==> run_1/layer_met1.png <==
Scale bar: 20 um.
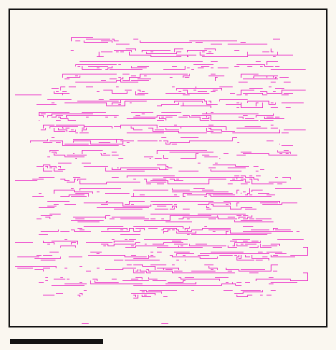
==> run_1/metal_density.png <==
Scale bar: 20 um. The die is cut into 14 by 14 equal tiles; dark blue is low, red is high, scaled to the fullest tile. Values are wire area over tile area, all layers added.
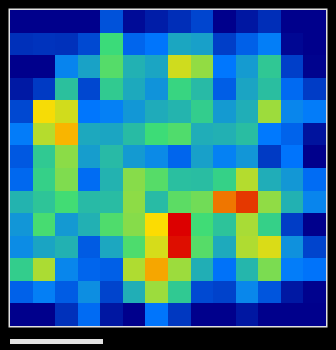
==> run_1/flops_by_reg.png <==
Scale bar: 20 um. Other sequential cells in the stronger grey, the rest of the logic in the fainter grey.
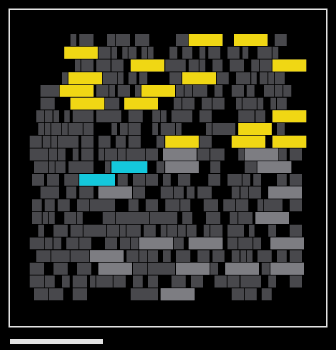
==> run_1/io_placement.png <==
Scale bar: 20 um. Pins as bars across the die edge, other pins in grey.
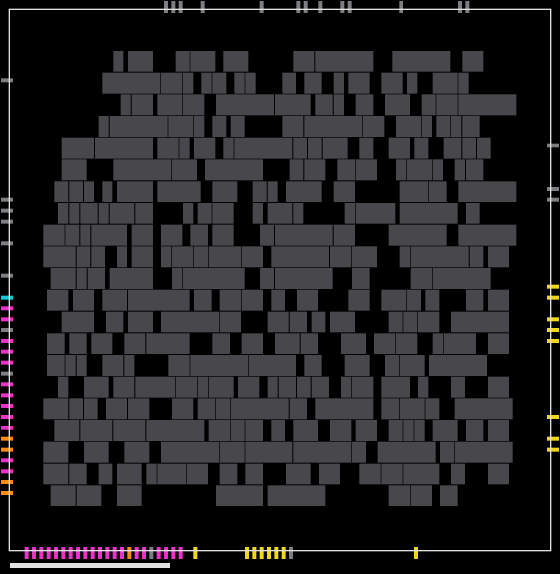
Design pipe_hazard_ctrl_flat, sky130hd; sources not shown.
==> results.txt, run 1 <==
status: finished, violations left
failing checks: negative setup slack
antenna violations before repair: 0
final-report setup violation count: 3
P_int: 0.7823 mW
ys flop type: dfxtp_1
FP Core Util: 0.5980
xor/xnor share: 0.09506
post-synthesis adder-cell area fraction: 0.03704
die area: 4574 sq um
Root Driver: clkbuf_4
critical path class: input pin to output pin
CP Launch Type: input pin
logic gate share of total power: 0.151
worst path bufs/invs: 0
post-synthesis area per instance: 8.206 sq um
nets@finish: 341
Slew HR: 0.6687
count of pins over their slew limit: 0
Sw Pwr: 0.3022 mW
Yosys Instances: 247
Worst path top cell family by delay: AND-OR/OR-AND gates
seq_cells: 34
share of cells above drive strength 1: 0.2740
clk tree area frac: 0.01880
Slew @ Worst Pin: 495.1 ps
flop-to-flop setup slack: 80 ps
cell type with the largest total area: dfxtp_1
top-area cell type share of the netlist area: 0.3358
Post-synth EDFFs: 0
floorplan net count: 296
Top Consumer: sequential cells
site row count: 21
Latency at later pin: 330 ps
Syn Inst Count: 247
Hold WS: 35.31 ps
crit path cell chain: or4_4 > o21ai_2 > a21o_1 > nand3b_1 > o41a_1
design area: 2529 sq um
Reg power frac: 0.562
top cells by count: 34 x dfxtp_1, 27 x nor2_1, 17 x nand3_1
Stages on worst setup path: 5
Area after DPL: 2401 sq um
Via density: 6.027
Layout Cells excl Fill: 338
Antenna Nets Post-Route: 0
Comb/total area: 0.5235
yosys aoi share: 0.1796
CP max-delay cell: or4_4
FMAX: 0.4167 GHz
placed insts: 330
Warnings, synthesis: 0
Top cell excl fill/tap: buf_4
clock sink count: 34
Top cells by area: dfxtp_1 34%, xnor2_1 5.6%, nor2_1 5.0%
minimum clock period: 2400 ps
clock-pin slew on the worst setup and hold paths: 100 ps
crit path max fanout: 3
Clock Power: 0.311 mW
Pwr Total: 1.085 mW
P_leak: 0.9431 nW
worst-case clock buffer depth: 2
largest class: multi-input combinational cells
number of non-clock inverters: 10
critical path required time: 1690 ps
yosys simple share: 0.2889
most frequent cells in the layout: 45 x buf_4, 32 x dfxtp_1, 25 x nor2_1, 17 x nand3_1, 13 x xnor2_1
mux share: 0.02099
multi-input gates: 193
switching portion of total power: 0.2787
YS chip area: 2027 sq um
worst r2r path cells: 9
FFs w/ async S/R, synth: 0
Non-clock buffer share: 0.1499
Post-Route Setup TNS: -240.7 ps
period utilization: 1.043
RSZ-0062 raised after global routing: yes
HP Class: input pin to flop
H-tree levels: 2
CTS tree: done
endpoints failing hold: 0
clock share of power: 0.287
I/O Pins: 80
final worst slack: -99.95 ps
WHS Path Cells: 1
comb. cell area: 1324 sq um
Placer Congestion: 0.8592
vias in the first global route: 1,966
nonclk buf count: 48
First-pass DRT Iterations: 5
synthesized area: 2027 sq um
Synth flops: 34
Seq/Total Area, Yosys: 0.3358
count leader, synth: dfxtp_1
Final HPWL DP: 3808 um
synth unique cells: 46
worst vdd ir: 0.0002510 V
largest family of logic cells by area: simple AND/OR/NAND/NOR gates
Max Cap Viol: 0
Ant. Diodes: 0
Critical Path AT: 1790 ps
tap cells: 46
total core area: 3390 sq um
CTS Buf Count: 5
number of clock buffers in the layout: 5
grt total ovfl: 0
stage-log warning count: 48
first-pass GRT wire length: 8569 um
Critical Path End Type: output pin
Area Growth Syn to Fin: 24.75%
Pwr per Cell Area: 428.9 nW/um^2
DR DRC count: 0
Detailed Route Iter0 Violations: 111
Fill cells: 285
largest net degree at the start of global routing: 37
Power Combinational: 0.164 mW
Setup WS pre-CTS: -148.3 ps
Largest stage delay, worst path: 510 ps
Back to the opening pictures, layer_met1.png:
299 nets have wire on it. The wires run mostly horizontal. The layer carries 2,240 um of wire. The layer holds 42% of the routed length. The longest straight run is 26.2 um.
met1 Track Usage GR: 0.2824
Post-Route WL: 5280 um
vias post-DR: 2,037

Back to the opening pictures, metal_density.png:
The mean over all tiles is 0.19. 12% of the tiles are nearly empty. The fullest tile reaches 0.58. 21% of the tiles are over half the peak.
GRT Util Overall: 0.2432
DR WL/cell: 15.62 um

Back to the opening pictures, flops_by_reg.png:
Yellow shows `u_core.bus.flush_count`, sequential cells 16. Cyan shows `u_core.state_q`, sequential cells 2.
Another 16 sequential cells are not coloured.
Reg area: 683.2 sq um
Final Core Density: 0.7460
register share of the cell area: 0.2702
seq pwr: 0.609 mW

Back to the opening pictures, io_placement.png:
Orange shows `bus_ex_rt`, pins 5, direction input, edge 4 left, 1 bottom. Magenta shows `bus_id_instr`, pins 32, direction input, edge 20 bottom, 12 left. Cyan shows `bus_pc_write`, pins 1, direction output, edge left. Yellow shows `bus_stall_count`, pins 16, direction output, edge 8 right, 8 bottom.
All pins by edge: 31 bottom, 25 left, 13 top, 11 right.
Buffers on Ports: 0
chip height: 67.63 um
die width: 67.63 um

## run 1: timing repair
| action | 4_1_cts | 5_1_grt |
|---|---|---|
| setup endpoints to repair | 3 | 15 |
| pin swaps | 1 | 3 |
| setup buffers | 0 | 0 |
| hold buffers | 0 | 1 |
| endpoints found under the hold margin | 0 | 8 |
| resized | 6 | 14 |
## run 1: routing by layer
metal / share of wire / global-route usage / routed length [um]
met1: 0.43 / 0.2824 / 2244
met2: 0.48 / 0.4131 / 2550
met3: 0.076 / 0.08319 / 402
met4: 0.016 / 0.08354 / 84
met5: 0 / 0 / 0
==> run 1 -> run 2 <==
Settings changed: HOLD_SLACK_MARGIN set to 0.02.
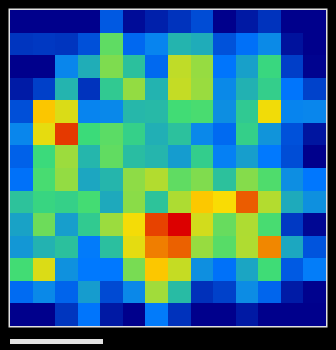
(run_2/metal_density.png)
Scale bar: 20 um. The die is cut into 14 by 14 equal tiles; dark blue is low, red is high, scaled to the fullest tile. Values are wire area over tile area, all layers added.
11% of the tiles are nearly empty. The fullest tile reaches 0.53. 28% of the tiles are over half the peak. The mean over all tiles is 0.19.
Post-Route WL: 5267 um
vias post-DR: 2,027
DR WL/cell: 15.58 um

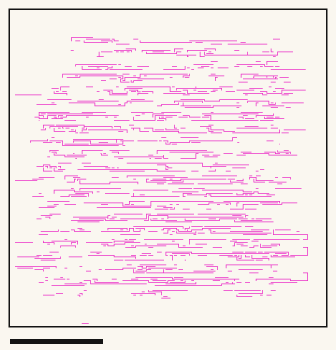
(run_2/layer_met1.png)
Scale bar: 20 um.
298 nets have wire on it. The longest straight run is 17.0 um. The layer carries 2,230 um of wire.

==> run 2 against run 1 <==
Compared with the run above:
- the flow still finishes with violations (negative setup slack)
- final cell count unchanged
- critical path type unchanged
- count of clock-buffer cells in the layout unchanged
- final area unchanged
- die size unchanged
- highest routed layer unchanged
==> results.txt, run 2 <==
Setup WS pre-CTS: -148.3 ps
DR DRC count: 0
die width: 67.63 um
WHS Path Cells: 2
floorplan net count: 296
Power Combinational: 0.167 mW
post-synthesis area per instance: 8.206 sq um
Top cell excl fill/tap: buf_4
switching portion of total power: 0.2791
top-area cell type share of the netlist area: 0.3358
P_leak: 0.9431 nW
count leader, synth: dfxtp_1
Pwr per Cell Area: 429.1 nW/um^2
FP Core Util: 0.5980
post-synthesis adder-cell area fraction: 0.03704
largest net degree at the start of global routing: 37
largest family of logic cells by area: simple AND/OR/NAND/NOR gates
Worst path top cell family by delay: AND-OR/OR-AND gates
Final Core Density: 0.7460
Critical Path AT: 1790 ps
worst path bufs/invs: 0
H-tree levels: 2
yosys aoi share: 0.1796
Max Cap Viol: 0
CTS tree: done
antenna violations before repair: 0
First-pass DRT Iterations: 4
Antenna Nets Post-Route: 0
Synth flops: 34
Top cells by area: dfxtp_1 34%, xnor2_1 5.6%, nor2_1 5.0%
final worst slack: -101.1 ps
failing checks: negative setup slack
nets@finish: 341
placed insts: 330
Warnings, synthesis: 0
Slew HR: 0.4617
FFs w/ async S/R, synth: 0
clock sink count: 34
top layer in use: met4
Layout Cells excl Fill: 338
minimum clock period: 2401 ps
critical path class: input pin to output pin
final-report setup violation count: 3
P_int: 0.7822 mW
clock-pin slew on the worst setup and hold paths: 100 ps
Ant. Diodes: 0
ys flop type: dfxtp_1
xor/xnor share: 0.09506
Reg power frac: 0.561
seq pwr: 0.609 mW
status: finished, violations left
worst-case clock buffer depth: 2
Buffers on Ports: 0
die area: 4574 sq um
met3 wire len: 416 um
crit path cell chain: or4_4 > o21ai_2 > a21o_1 > nand3b_1 > o41a_1
crit path max fanout: 3
Via density: 5.997
Slew @ Worst Pin: 804.9 ps
Placer Congestion: 0.8592
YS chip area: 2027 sq um
chip height: 67.63 um
design area: 2529 sq um
CP max-delay cell: or4_4
Hold WS: 131.5 ps
count of pins over their slew limit: 0
stage-log warning count: 48
worst vdd ir: 0.0002494 V
Yosys Instances: 247
GRT Util Overall: 0.2432
Stages on worst setup path: 5
wl on met1: 2228 um
Post-synth EDFFs: 0
top cells by count: 34 x dfxtp_1, 27 x nor2_1, 17 x nand3_1
Top Consumer: sequential cells
mux share: 0.02099
total core area: 3390 sq um
Root Driver: clkbuf_4
share of cells above drive strength 1: 0.2740
cell type with the largest total area: dfxtp_1
critical path required time: 1690 ps
Latency at later pin: 330 ps
==> run 2: cell counts after synthesis <==
No cell type changed its count.
==> run 2: routing by layer <==
metal / vias up / track usage
met5: - / 0
met4: 0 / 0.08354
met3: 6 / 0.08319
met2: 75 / 0.4131
met1: 947 / 0.2824
li1: 999 / -
==> run 2: cell type report <==
cell class	count	area, sq um
Multi-Input combinational cell	193	1324
Fill cell	285	860.8
Sequential cell	34	683.2
Timing Repair Buffer	48	379.1
Tap cell	46	57.56
Clock buffer	5	37.54
Inverter	10	37.54
Clock inverter	2	10.01
==> run 2: what timing repair did <==
action,in CTS,in global routing
pin swaps,1,3
endpoints found under the setup margin,3,15
gates resized,6,14
hold buffers,0,1
cloned,0,0
setup buffers,0,0
hold endpoints to repair,0,20
Power figures rest on the tool's default switching activity, not on a simulated workload.
